## src/rtl/capacity_arbiter_pkg.sv

```systemverilog
// capacity_pkg: shared widths, FSM/requester enums and slot-position helpers
// for the product-capacity arbiter and its register file.
// Optional build macro used elsewhere in this slice: SOLDOUT_MAP_EN.
package capacity_pkg;

  localparam int LINE_W        = 3;
  localparam int COL_W         = 4;
  localparam int CAP_W         = 5;
  localparam int SLOT_IDX_W    = 6;
  localparam int NUM_LINES_DEF = 6;
  localparam int NUM_COLS_DEF  = 8;

  typedef enum logic [1:0] {IDLE, CHECK, COMMIT, RELEASE} state_e;
  typedef enum logic {REQ_ADM, REQ_CUS} req_id_e;

  // Line 1 is a half-width line: only the odd columns 1,3,5,7 exist.
  function automatic logic slot_valid(input logic [LINE_W-1:0] line,
                                      input logic [COL_W-1:0]  col,
                                      input int num_lines = NUM_LINES_DEF,
                                      input int num_cols  = NUM_COLS_DEF);
    int l;
    int c;
    l = int'(line);
    c = int'(col);
    if (l < 1 || l > num_lines || c < 1 || c > num_cols) return 1'b0;
    if (l == 1) return (c == 1 || c == 3 || c == 5 || c == 7);
    return 1'b1;
  endfunction

  // Only meaningful for positions that pass slot_valid.
  function automatic logic [SLOT_IDX_W-1:0] slot_index(input logic [LINE_W-1:0] line,
                                                       input logic [COL_W-1:0]  col,
                                                       input int num_cols = NUM_COLS_DEF);
    int idx;
    idx = (int'(line) - 1) * num_cols + (int'(col) - 1);
    return SLOT_IDX_W'(idx);
  endfunction

endpackage

```

## src/rtl/capacity_arbiter_if.sv

```systemverilog
// capacity_arbiter_if: admin/customer request handshakes, busy, display read
// port and (with SOLDOUT_MAP_EN) the sold-out bitmap.
//   master: requester/display side; slave: the arbiter.
interface capacity_arbiter_if #(parameter int NUM_SLOTS = 48);
  import capacity_pkg::*;

  logic              adm_req;
  logic [LINE_W-1:0] adm_line;
  logic [COL_W-1:0]  adm_col;
  logic [CAP_W-1:0]  adm_delta;
  logic              adm_gnt;
  logic              adm_done;
  logic              adm_err;
  logic              cus_req;
  logic [LINE_W-1:0] cus_line;
  logic [COL_W-1:0]  cus_col;
  logic              cus_gnt;
  logic              cus_done;
  logic              cus_err;
  logic              busy;
  logic [LINE_W-1:0] rd_line;
  logic [COL_W-1:0]  rd_col;
  logic [CAP_W-1:0]  rd_capacity;
`ifdef SOLDOUT_MAP_EN
  logic [NUM_SLOTS-1:0] soldout_map;
`endif

  modport master (
    output adm_req, adm_line, adm_col, adm_delta,
    output cus_req, cus_line, cus_col,
    output rd_line, rd_col,
    input  adm_gnt, adm_done, adm_err,
    input  cus_gnt, cus_done, cus_err,
    input  busy, rd_capacity
`ifdef SOLDOUT_MAP_EN
    , input soldout_map
`endif
  );

  modport slave (
    input  adm_req, adm_line, adm_col, adm_delta,
    input  cus_req, cus_line, cus_col,
    input  rd_line, rd_col,
    output adm_gnt, adm_done, adm_err,
    output cus_gnt, cus_done, cus_err,
    output busy, rd_capacity
`ifdef SOLDOUT_MAP_EN
    , output soldout_map
`endif
  );

endinterface

```

## src/rtl/capacity_regfile.sv

```systemverilog
// capacity_regfile: NUM_LINES x NUM_COLS capacity counters.
//   clk, reset (async, active-low: valid slots -> INIT_CAP, invalid -> 0)
//   wr_*  : single write port (ignored for invalid positions)
//   fsm_* : combinational read port for the arbiter
//   disp_*: combinational read port for the display; invalid position reads 0
module capacity_regfile
  import capacity_pkg::*;
#(
  parameter int NUM_LINES = 6,
  parameter int NUM_COLS  = 8,
  parameter int INIT_CAP  = 9
) (
  input  logic              clk,
  input  logic              reset,
  input  logic              wr_en,
  input  logic [LINE_W-1:0] wr_line,
  input  logic [COL_W-1:0]  wr_col,
  input  logic [CAP_W-1:0]  wr_data,
  input  logic [LINE_W-1:0] fsm_line,
  input  logic [COL_W-1:0]  fsm_col,
  output logic [CAP_W-1:0]  fsm_data,
  input  logic [LINE_W-1:0] disp_line,
  input  logic [COL_W-1:0]  disp_col,
  output logic [CAP_W-1:0]  disp_data
);

  localparam int NUM_SLOTS = NUM_LINES * NUM_COLS;

  logic [CAP_W-1:0] mem_q [NUM_SLOTS];
  logic [CAP_W-1:0] mem_d [NUM_SLOTS];

  function automatic logic [CAP_W-1:0] reset_val(input int i);
    return slot_valid(LINE_W'(i / NUM_COLS + 1), COL_W'(i % NUM_COLS + 1),
                      NUM_LINES, NUM_COLS) ? CAP_W'(INIT_CAP) : '0;
  endfunction

  always_comb begin
    mem_d = mem_q;
    if (wr_en && slot_valid(wr_line, wr_col, NUM_LINES, NUM_COLS))
      mem_d[slot_index(wr_line, wr_col, NUM_COLS)] = wr_data;
  end

  always_ff @(posedge clk or negedge reset) begin
    if (!reset) begin
      for (int i = 0; i < NUM_SLOTS; i++) mem_q[i] <= reset_val(i);
    end else begin
      mem_q <= mem_d;
    end
  end

  assign fsm_data  = slot_valid(fsm_line, fsm_col, NUM_LINES, NUM_COLS)
                   ? mem_q[slot_index(fsm_line, fsm_col, NUM_COLS)] : '0;
  assign disp_data = slot_valid(disp_line, disp_col, NUM_LINES, NUM_COLS)
                   ? mem_q[slot_index(disp_line, disp_col, NUM_COLS)] : '0;

endmodule

```

## src/rtl/capacity_arbiter.sv

```systemverilog
// capacity_arbiter: serialises admin restock (signed delta) and customer
// dispense (-1) onto the capacity register file, validating position/range.
//   clk, reset (async, active-low), bus (capacity_arbiter_if.slave).
// Optional SOLDOUT_MAP_EN adds the registered bus.soldout_map bitmap.
//
// state   | meaning
// IDLE    | waiting; grants a requester and latches its operands
// CHECK   | reads latched slot, computes new count and error flag
// COMMIT  | writes new count and pulses done, or pulses err
// RELEASE | waits for the winner to drop req
module capacity_arbiter
  import capacity_pkg::*;
#(
  parameter int NUM_LINES = 6,
  parameter int NUM_COLS  = 8,
  parameter int MAX_CAP   = 9,
  parameter int INIT_CAP  = 9
) (
  input logic clk,
  input logic reset,
  capacity_arbiter_if.slave bus
);

  state_e            state_q, state_d;
  req_id_e           ptr_q, ptr_d;
  req_id_e           win_q, win_d;
  logic [LINE_W-1:0] line_q, line_d;
  logic [COL_W-1:0]  col_q, col_d;
  logic [CAP_W-1:0]  delta_q, delta_d;
  logic [CAP_W-1:0]  new_q, new_d;
  logic              err_q, err_d;

  logic              adm_gnt, cus_gnt;
  logic              wr_en;
  logic [CAP_W-1:0]  fsm_cap;
  logic [CAP_W:0]    sum;
  req_id_e           winner;

  capacity_regfile #(
    .NUM_LINES(NUM_LINES), .NUM_COLS(NUM_COLS), .INIT_CAP(INIT_CAP)
  ) u_regfile (
    .clk       (clk),
    .reset     (reset),
    .wr_en     (wr_en),
    .wr_line   (line_q),
    .wr_col    (col_q),
    .wr_data   (new_q),
    .fsm_line  (line_q),
    .fsm_col   (col_q),
    .fsm_data  (fsm_cap),
    .disp_line (bus.rd_line),
    .disp_col  (bus.rd_col),
    .disp_data (bus.rd_capacity)
  );

  // 6-bit two's-complement sum; range -16..24 cannot wrap.
  assign sum = {1'b0, fsm_cap} + {delta_q[CAP_W-1], delta_q};

  always_comb begin
    state_d      = state_q;
    ptr_d        = ptr_q;
    win_d        = win_q;
    line_d       = line_q;
    col_d        = col_q;
    delta_d      = delta_q;
    new_d        = new_q;
    err_d        = err_q;
    adm_gnt      = 1'b0;
    cus_gnt      = 1'b0;
    wr_en        = 1'b0;
    bus.adm_done = 1'b0;
    bus.adm_err  = 1'b0;
    bus.cus_done = 1'b0;
    bus.cus_err  = 1'b0;
    winner       = bus.adm_req ? REQ_ADM : REQ_CUS;
    case (state_q)
      IDLE: begin
        if (bus.adm_req || bus.cus_req) begin
          if (bus.adm_req && bus.cus_req) begin
            winner = ptr_q;
            ptr_d  = (ptr_q == REQ_ADM) ? REQ_CUS : REQ_ADM;
          end
          win_d   = winner;
          state_d = CHECK;
          if (winner == REQ_ADM) begin
            line_d  = bus.adm_line;
            col_d   = bus.adm_col;
            delta_d = bus.adm_delta;
            adm_gnt = 1'b1;
          end else begin
            line_d  = bus.cus_line;
            col_d   = bus.cus_col;
            delta_d = '1;
            cus_gnt = 1'b1;
          end
        end
      end
      CHECK: begin
        new_d   = sum[CAP_W-1:0];
        err_d   = !slot_valid(line_q, col_q, NUM_LINES, NUM_COLS)
                  || sum[CAP_W]
                  || (sum[CAP_W-1:0] > CAP_W'(MAX_CAP));
        state_d = COMMIT;
      end
      COMMIT: begin
        wr_en        = !err_q;
        bus.adm_done = (win_q == REQ_ADM) && !err_q;
        bus.adm_err  = (win_q == REQ_ADM) &&  err_q;
        bus.cus_done = (win_q == REQ_CUS) && !err_q;
        bus.cus_err  = (win_q == REQ_CUS) &&  err_q;
        state_d      = RELEASE;
      end
      RELEASE: begin
        if (!((win_q == REQ_ADM) ? bus.adm_req : bus.cus_req)) state_d = IDLE;
      end
      default: state_d = IDLE;
    endcase
  end

  always_ff @(posedge clk or negedge reset) begin
    if (!reset) begin
      state_q <= IDLE;
      ptr_q   <= REQ_ADM;
      win_q   <= REQ_ADM;
      line_q  <= '0;
      col_q   <= '0;
      delta_q <= '0;
      new_q   <= '0;
      err_q   <= 1'b0;
    end else begin
      state_q <= state_d;
      ptr_q   <= ptr_d;
      win_q   <= win_d;
      line_q  <= line_d;
      col_q   <= col_d;
      delta_q <= delta_d;
      new_q   <= new_d;
      err_q   <= err_d;
    end
  end

  // Grants are combinational from IDLE; mask them while reset is held so a
  // request present during reset does not produce a pulse.
  assign bus.adm_gnt = adm_gnt && reset;
  assign bus.cus_gnt = cus_gnt && reset;
  assign bus.busy    = (state_q != IDLE);

`ifdef SOLDOUT_MAP_EN
  localparam int NUM_SLOTS = NUM_LINES * NUM_COLS;
  logic [NUM_SLOTS-1:0] soldout_q, soldout_d;

  // Writes only ever target valid slots, so invalid bits never leave 0.
  always_comb begin
    soldout_d = soldout_q;
    if (wr_en) soldout_d[slot_index(line_q, col_q, NUM_COLS)] = (new_q == '0);
  end

  always_ff @(posedge clk or negedge reset) begin
    if (!reset) soldout_q <= '0;
    else        soldout_q <= soldout_d;
  end

  assign bus.soldout_map = soldout_q;
`endif

endmodule

```

## src/flat_wrapper.sv

```systemverilog
// flat-port wrapper written by rule: the top's interface ports become plain ports
module capacity_arbiter_flat import capacity_pkg::*;
#(
  parameter int NUM_LINES = 6,
  parameter int NUM_COLS  = 8,
  parameter int MAX_CAP   = 9,
  parameter int INIT_CAP  = 9
)
  (clk, reset, bus_adm_req, bus_adm_line, bus_adm_col, bus_adm_delta, bus_cus_req, bus_cus_line, bus_cus_col, bus_rd_line, bus_rd_col, bus_adm_gnt, bus_adm_done, bus_adm_err, bus_cus_gnt, bus_cus_done, bus_cus_err, bus_busy, bus_rd_capacity);
  capacity_arbiter_if bus_i ();
  input logic clk;
  input logic reset;
  input wire logic [$bits(bus_i.adm_req)-1:0] bus_adm_req;
  input wire logic [$bits(bus_i.adm_line)-1:0] bus_adm_line;
  input wire logic [$bits(bus_i.adm_col)-1:0] bus_adm_col;
  input wire logic [$bits(bus_i.adm_delta)-1:0] bus_adm_delta;
  input wire logic [$bits(bus_i.cus_req)-1:0] bus_cus_req;
  input wire logic [$bits(bus_i.cus_line)-1:0] bus_cus_line;
  input wire logic [$bits(bus_i.cus_col)-1:0] bus_cus_col;
  input wire logic [$bits(bus_i.rd_line)-1:0] bus_rd_line;
  input wire logic [$bits(bus_i.rd_col)-1:0] bus_rd_col;
  output wire logic [$bits(bus_i.adm_gnt)-1:0] bus_adm_gnt;
  output wire logic [$bits(bus_i.adm_done)-1:0] bus_adm_done;
  output wire logic [$bits(bus_i.adm_err)-1:0] bus_adm_err;
  output wire logic [$bits(bus_i.cus_gnt)-1:0] bus_cus_gnt;
  output wire logic [$bits(bus_i.cus_done)-1:0] bus_cus_done;
  output wire logic [$bits(bus_i.cus_err)-1:0] bus_cus_err;
  output wire logic [$bits(bus_i.busy)-1:0] bus_busy;
  output wire logic [$bits(bus_i.rd_capacity)-1:0] bus_rd_capacity;
  assign bus_i.adm_req = bus_adm_req;
  assign bus_i.adm_line = bus_adm_line;
  assign bus_i.adm_col = bus_adm_col;
  assign bus_i.adm_delta = bus_adm_delta;
  assign bus_i.cus_req = bus_cus_req;
  assign bus_i.cus_line = bus_cus_line;
  assign bus_i.cus_col = bus_cus_col;
  assign bus_i.rd_line = bus_rd_line;
  assign bus_i.rd_col = bus_rd_col;
  assign bus_adm_gnt = bus_i.adm_gnt;
  assign bus_adm_done = bus_i.adm_done;
  assign bus_adm_err = bus_i.adm_err;
  assign bus_cus_gnt = bus_i.cus_gnt;
  assign bus_cus_done = bus_i.cus_done;
  assign bus_cus_err = bus_i.cus_err;
  assign bus_busy = bus_i.busy;
  assign bus_rd_capacity = bus_i.rd_capacity;
  capacity_arbiter #(.NUM_LINES(NUM_LINES), .NUM_COLS(NUM_COLS), .MAX_CAP(MAX_CAP), .INIT_CAP(INIT_CAP)) u_core (.clk(clk), .reset(reset), .bus(bus_i));
endmodule
```

## config.mk

```make
export PLATFORM = sky130hd
export DESIGN_NAME = capacity_arbiter_flat
export DESIGN_NICKNAME = d
export VERILOG_FILES = /design/src/rtl/capacity_arbiter_pkg.sv /design/src/rtl/capacity_arbiter_if.sv /design/src/rtl/capacity_regfile.sv /design/src/rtl/capacity_arbiter.sv /design/src/flat_wrapper.sv
export SDC_FILE = /design/constraint.sdc
export NUM_CORES = 1
export LEC_CHECK = 0
export CORE_MARGIN = 4
export CORE_UTILIZATION = 40
export CTS_BUF_LIST = sky130_fd_sc_hd__clkbuf_4
export CTS_CLUSTER_SIZE = 14
export DETAILED_ROUTE_END_ITERATION = 8
export GPL_TIMING_DRIVEN = 1
export PLACE_DENSITY = 0.63
export SETUP_SLACK_MARGIN = 0.2
export SLEW_MARGIN = 20
export SYNTH_ARGS = -nofsm -noshare
export SYNTH_HDL_FRONTEND = slang
export SYNTH_SLANG_ARGS = --single-unit
```

## constraint.sdc

```tcl
create_clock -name clk -period 11.3 [get_ports clk]
set_input_delay 2.26 -clock clk [delete_from_list [all_inputs] [get_ports clk]]
set_output_delay 2.26 -clock clk [all_outputs]
set_load 0.05 [all_outputs]
```

Figure 1. PDN straps and rails (run 1).
(2 px per um) Pins as bars on the die edge. Tap cells in gray.
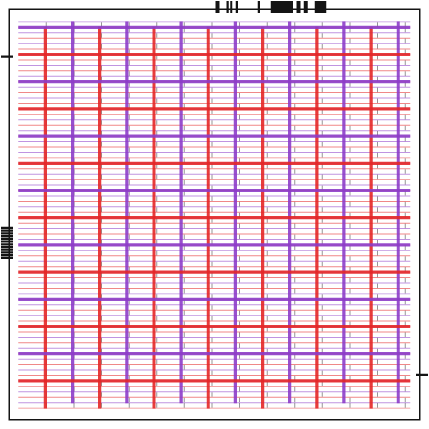
- VDD: purple
- VSS: red
- met5 straps: 14
- rows: 71
- met4 straps: 14

Figure 2. Placement by cell class (run 1).
(2 px per um) Fill, decap, tap and diode cells in gray.
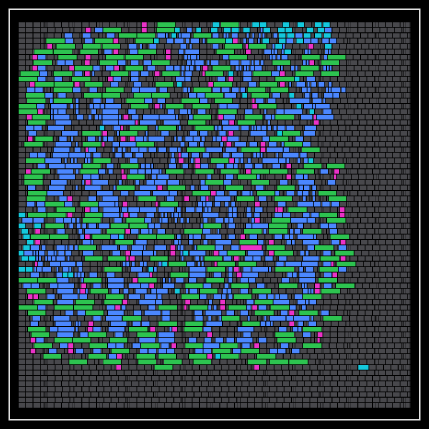
- combinational and other logic: blue (cells 821; share of their area 51%)
- sequential cells: green (cells 262; share of their area 40%)
- clock drivers and dummy loads: magenta (cells 141; share of their area 6.0%)
- remaining buffers and delay cells: cyan (cells 63; share of their area 3.5%)

Figure 3. Track usage over the die (run 1).
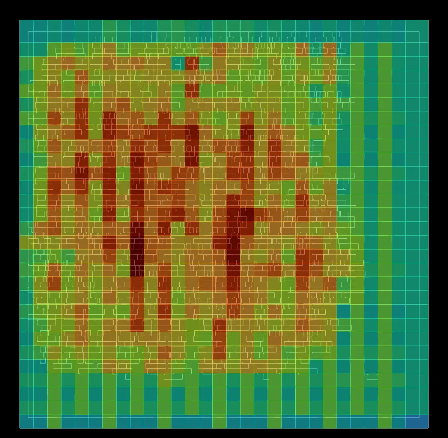
met2 GRT Util: 0.334
fin util: 0.458
met1 Usage GRT: 0.277
routed length per placed instance: 24.1 um

==> impl_metrics.json, run 1 <==
{
  "timing.critical_path.max_delay_family": "buffers and inverters",
  "num_rows": 71,
  "synth-main-ff-cell": "sky130_fd_sc_hd__dfrtp_1",
  "final_hold_viol_count": 0,
  "yosysSeqAreaShare": 0.432,
  "sequential_cell_area_um2": 6670,
  "globalplace.congestion": 0.864,
  "result_of_the_run": "finished clean",
  "hpwl_mm": 29.0,
  "detailroute.via_count": 10651,
  "power.clock.fraction": 0.210,
  "lay_top_count": "sky130_fd_sc_hd__mux2_1",
  "clockBufferCount": 118,
  "pin_count_of_the_biggest_net_entering_global_routing": 86,
  "tool_warnings": 37,
  "timing_worst_setup_path_type": "in2out",
  "finalCritPeriodShare": 0.777,
  "layout.filler_cells": 3528,
  "preCtsSetupSlack_ps": 2610,
  "fp_util": 0.408,
  "drt_pass1_iterations": 5,
  "yosys.cell_count.top_type": "sky130_fd_sc_hd__mux2_1",
  "share_seq_of_total_power": 0.247,
  "postRouteWirelength_mm": 43.3,
  "power.density_cell_area_nw_per_um2": 253,
  "most_heavily_used_metal_layer_in_global_routing": "met2",
  "post_synth_top_cells": "sky130_fd_sc_hd__mux2_1, sky130_fd_sc_hd__dfrtp_1, sky130_fd_sc_hd__mux4_2",
  "met2RoutedLength_mm": 20.6,
  "gr-usage-met3": 0.0464,
  "final.setup_skew_ps": 37.7,
  "layout.area.comb_um2": 8340,
  "post-cts-setup-buffers": 0,
  "compound_area_frac": 0.0525,
  "cts-root-to-sink-buffers": 3,
  "clkLatencyLatePin_ps": 680,
  "biggest_combinational_cell_group_after_synthesis": "multiplexers",
  "critical_path_required_ps": 9040,
  "max_ir_drop_vdd_mv": 0.259,
  "critical_path.max_fanout": 38,
  "tritoncts.num_buffers": 76,
  "nNonClkBuffers": 63,
  "power_report.internal_total_mw": 2.26,
  "cts_resized": 0,
  "synth-edff-count": 0,
  "ys_top_cells_by_area": "sky130_fd_sc_hd__dfrtp_1, sky130_fd_sc_hd__mux2_1, sky130_fd_sc_hd__dfstp_2",
  "ys_sh_mux": 0.349,
  "worst_path_largest_cell_delay_ps": 1080,
  "layout_top_cells": "sky130_fd_sc_hd__mux2_1, sky130_fd_sc_hd__dfrtp_1, sky130_fd_sc_hd__clkbuf_4",
  "nets": 1280,
  "cts_root_buffer": "sky130_fd_sc_hd__clkbuf_4",
  "syn_nets": 1222,
  "worstSetupEndpointType": "output pin",
  "drc": 0,
  "post_synthesis_cell_count_from_yosys": 1166,
  "clock_cell_area_share": 0.0578,
  "synthCells": 1166,
  "rsz0062_at_grt": "no",
  "h-tree-depth": 3,
  "leakage_nw": 7.81,
  "area_of_the_core_um2": 37800,
  "antenna_cells": 1,
  "hold_class": "reg2reg",
  "seq_cells": 262,
  "postLayoutSetupSlackWorst_ps": 2520,
  "max_slew.worst_pin.slew_ps": 1150,
  "synth_async_sr_flop_share": 1.00,
  "critical_path.cell_chain": "clkdlybuf4s50_1, inv_1, ha_2, buf_4, mux4_2, mux4_2, o21ai_0, o22ai_1, clkdlybuf4s50_1",
  "max_slew_margin": 0.236,
  "num-multi-input-gates": 793,
  "parity_gate_share_of_the_synthesized_area_counting_xor_and_xnor_cells": 0.0115,
  "boundaryPins": 42,
  "gr-total-overflow": 0,
  "final_setup_violation_count": 0,
  "sh_comb_area": 0.481,
  "non_clock_inverter_count": 28,
  "grt.total_usage": 0.208,
  "post-route-min-period_ps": 8780,
  "n_tap_cell": 511,
  "drt-initial-drc-count": 878,
  "fp.dieArea_um2": 41800,
  "synth-simple-area-share": 0.102,
  "final_max_tran_viols": 0,
  "synth.lib_cells_used.distinct": 75,
  "yosysChipArea_um2": 15400
}
run 1: power by group through the flow:
stage	clock network (mW)	registers, mW	logic (mW)
6_report	0.920	1.09	2.39
5_1_grt	0.996	1.10	2.54
4_1_cts	0.948	1.09	2.37
3_5_place_dp	0	1.10	2.36
3_3_place_gp	0	1.10	2.35
2_1_floorplan	0	1.07	1.65
run 1: metrics by stage:
step                      area (um2)  utilization  instances  total power, mW  hold slack [ps]
after detailed placement       16300        0.432       1657             3.47              467
after floorplan                15400            -       1166             2.72              445
after global placement         16300        0.432       1657             3.45              461
final                          17300        0.458       1799             4.39              471
after CTS                      17300        0.458       1798             4.41              481
after global routing           17300        0.458       1799             4.63              523
run 1: state kept, by name, summed over array words and instances (netlist names):
register and count:
u_core.col_q 4, u_core.ptr_q 1, u_core.delta_q 5, u_core.u_regfile.mem_q 240, u_core.line_q 3, u_core.state_q 2, u_core.win_q 1, u_core.new_q 5
u_core.err_q 1
run 1: final timing paths:
kind / start / end / depth (start not counted)
min in group asynchronous: reset / u_core.u_regfile.mem_q[4]$_DFFE_PN0P_ / 1
max: bus_rd_col[1] / bus_rd_capacity[4] / 9
min: u_core.ptr_q$_DFFE_PN0P_ / u_core.ptr_q$_DFFE_PN0P_ / 1
max reg2reg: u_core.col_q[0]$_DFFE_PN0P_ / u_core.err_q$_DFFE_PN0N_ / 20
max in group asynchronous: reset / u_core.u_regfile.mem_q[97]$_DFFE_PN0P_ / 2
min reg2reg: u_core.ptr_q$_DFFE_PN0P_ / u_core.ptr_q$_DFFE_PN0P_ / 1
==> run 1 -> run 2 <==
--- a/config.mk
+++ b/config.mk
@@ -11,7 +11,7 @@
 export CTS_CLUSTER_SIZE = 14
 export DETAILED_ROUTE_END_ITERATION = 8
 export GPL_TIMING_DRIVEN = 1
-export PLACE_DENSITY = 0.63
+export PLACE_DENSITY = 0.65
 export SETUP_SLACK_MARGIN = 0.2
 export SLEW_MARGIN = 20
 export SYNTH_ARGS = -nofsm -noshare
==> constraint.sdc (replaced) <==
create_clock -name clk -period 7.2 [get_ports clk]
set_input_delay 1.44 -clock clk [delete_from_list [all_inputs] [get_ports clk]]
set_output_delay 1.44 -clock clk [all_outputs]
set_load 0.05 [all_outputs]
==> impl_metrics.json, run 2 <==
{
  "finalCritPeriodShare": 0.886,
  "fmax_mhz": 157,
  "layout_top_cells": "sky130_fd_sc_hd__mux2_1, sky130_fd_sc_hd__dfrtp_1, sky130_fd_sc_hd__clkbuf_4",
  "detailroute.via_count": 10563,
  "area_of_the_core_um2": 37800,
  "yosysChipArea_um2": 15400,
  "globalplace.congestion": 0.908,
  "critical_path_required_ps": 5760,
  "rsz0062_at_grt": "no",
  "sequential_cell_area_um2": 6670,
  "finish.cell_count_without_fillers": 1793,
  "fin_area_um2": 17400,
  "tool_warnings": 39,
  "drt_pass1_iterations": 5,
  "critical_path.cell_chain": "clkdlybuf4s50_1, inv_1, ha_2, nand2b_1, nor2_1, inv_1, fa_1, xor2_1, xnor2_1, xor2_1, nand3_1, o22ai_1, clkdlybuf4s50_1",
  "synth-main-ff-cell": "sky130_fd_sc_hd__dfrtp_1",
  "num_rows": 71,
  "post-cts-setup-buffers": 0,
  "max_ir_drop_vdd_mv": 0.270,
  "yosys.area.top_type": "sky130_fd_sc_hd__dfrtp_1",
  "gr-total-overflow": 0,
  "drt-initial-drc-count": 875,
  "cts_root_buffer": "sky130_fd_sc_hd__clkbuf_4",
  "cts_resized": 0,
  "final.setup_skew_ps": 46.1,
  "nets": 1277,
  "fp.dieArea_um2": 41800,
  "synth_async_sr_flop_share": 1.00,
  "final_max_tran_viols": 0,
  "grt.total_usage": 0.207,
  "synth-edff-count": 0,
  "syn_nets": 1222,
  "result_of_the_run": "finished clean",
  "place_area_um2": 16300,
  "final_setup_violation_count": 0,
  "post_synth_top_cells": "sky130_fd_sc_hd__mux2_1, sky130_fd_sc_hd__dfrtp_1, sky130_fd_sc_hd__mux4_2",
  "synth.yosys.warnings": 0,
  "timing_worst_setup_path_type": "in2out",
  "hpwl_mm": 28.0,
  "layout.area.comb_um2": 8340,
  "clkLatencyLatePin_ps": 720,
  "met2RoutedLength_mm": 20.3,
  "ys_top_cells_by_area": "sky130_fd_sc_hd__dfrtp_1, sky130_fd_sc_hd__mux2_1, sky130_fd_sc_hd__dfstp_2",
  "placedCellCount": 1655,
  "timing.critical_path.max_delay_family": "buffers and inverters",
  "post-route-min-period_ps": 6380,
  "postRouteWirelength_mm": 42.6,
  "worst_hold_slack_ps": 485,
  "largest_reg_flops": 240,
  "critPathSlowestCell": "sky130_fd_sc_hd__clkdlybuf4s50_1",
  "max_slew.worst_pin.slew_ps": 1110,
  "max_slew_margin": 0.257,
  "cts-root-to-sink-buffers": 3,
  "boundaryPins": 42,
  "power.density_cell_area_nw_per_um2": 399,
  "preCtsSetupSlack_ps": 824,
  "postLayoutSetupSlackWorst_ps": 822,
  "highest_layer_used_for_signal_routing": "met4",
  "hold_class": "reg2reg",
  "worstSetupEndpointType": "output pin",
  "leakage_nw": 7.83,
  "yosys.cell_count.top_type": "sky130_fd_sc_hd__mux2_1",
  "worst_path_largest_cell_delay_ps": 860,
  "post_synthesis_cell_count_from_yosys": 1166,
  "critical_path.max_fanout": 5,
  "final_hold_viol_count": 0,
  "lay_top_count": "sky130_fd_sc_hd__mux2_1",
  "drc": 0,
  "tritoncts.num_buffers": 75,
  "yosysSeqAreaShare": 0.432,
  "drt-wirelength-per-cell_um": 23.8,
  "fp_util": 0.408,
  "drive_above_1_share": 0.346,
  "die_height_um": 205,
  "layout.filler_cells": 3495,
  "synth.lib_cells_used.distinct": 75,
  "layout.core_utilization": 0.459,
  "design_power_total_mw": 6.94,
  "synthCells": 1166,
  "regMostFlops": "u_core.u_regfile.mem_q",
  "cts_num_sinks": 262,
  "h-tree-depth": 3,
  "pin_count_of_the_biggest_net_entering_global_routing": 180,
  "largest_registers": "u_core.u_regfile.mem_q (240), u_core.delta_q (5), u_core.new_q (5)"
}
==> run 2: layer usage <==
metal | up-vias | track usage
met4 | 0 | 0.0747
met2 | 405 | 0.327
met1 | 5513 | 0.281
li1 | 4545 | -
met5 | - | 0
met3 | 100 | 0.0491
==> run 2: cell type report <==
cell class	count	area share
Inverter	28	0.00605
Clock inverter	18	0.00842
Sequential cell	262	0.384
Multi-Input combinational cell	793	0.480
Timing Repair Buffer	61	0.0338
Tap cell	511	0.0368
Antenna cell	1	0.000144
Clock buffer	119	0.0514
==> run 2: report_power, final <==
part,internal (mW),total (mW),switching [mW]
clock network,0.855,1.51,0.651
registers,1.59,1.73,0.141
logic,1.17,3.70,2.54
==> run 2: cell families after synthesis <==
group / share of synthesized area
AOI/OAI and AO/OA: 0.0525
xor gates and xnor gates: 0.0115
adders and majority gates: 0.0225
buffers and inverters: 0.0309
DFF: 0.432
muxes: 0.349
and+or+nand+nor: 0.102
==> run 2: path summary, 6_finish.rpt <==
path                                             startpoint                                 endpoint  depth (start not counted)
worst max register to register  u_core.col_q[0]$_DFFE_PN0P_                 u_core.err_q$_DFFE_PN0N_                         20
worst min-delay path               u_core.ptr_q$_DFFE_PN0P_                 u_core.ptr_q$_DFFE_PN0P_                          1
max in group asynchronous                             reset  u_core.u_regfile.mem_q[132]$_DFFE_PN0P_                          2
min in group asynchronous                             reset    u_core.u_regfile.mem_q[9]$_DFFE_PN0P_                          1
worst min register to register     u_core.ptr_q$_DFFE_PN0P_                 u_core.ptr_q$_DFFE_PN0P_                          1
worst max-delay path                          bus_rd_col[1]                       bus_rd_capacity[4]                         13
Figure 4. Placement by cell class (run 2).
(2 px per um) Fill, decap, tap and diode cells in gray.
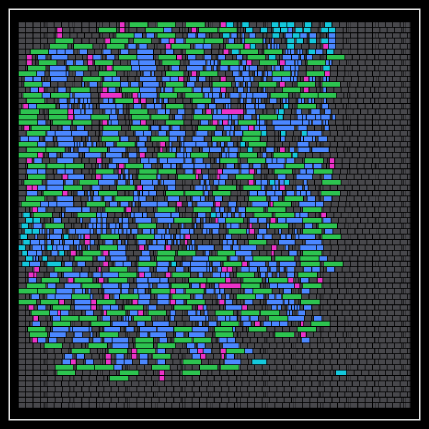
- remaining buffers and delay cells: cyan (cells 61; share of their area 3.5%)
- sequential cells: green (cells 262; share of their area 40%)
- clock drivers and dummy loads: magenta (cells 137; share of their area 6.2%)
- combinational and other logic: blue (cells 821; share of their area 50%)

Figure 5. PDN straps and rails (run 2).
(2 px per um) Pins as bars on the die edge. Tap cells in gray.
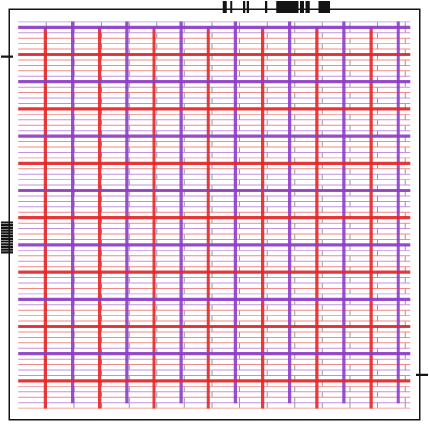
- VDD: purple
- VSS: red
- tap cells: 511
- met1 rails: 72

Power figures rest on the tool's default switching activity, not on a simulated workload.
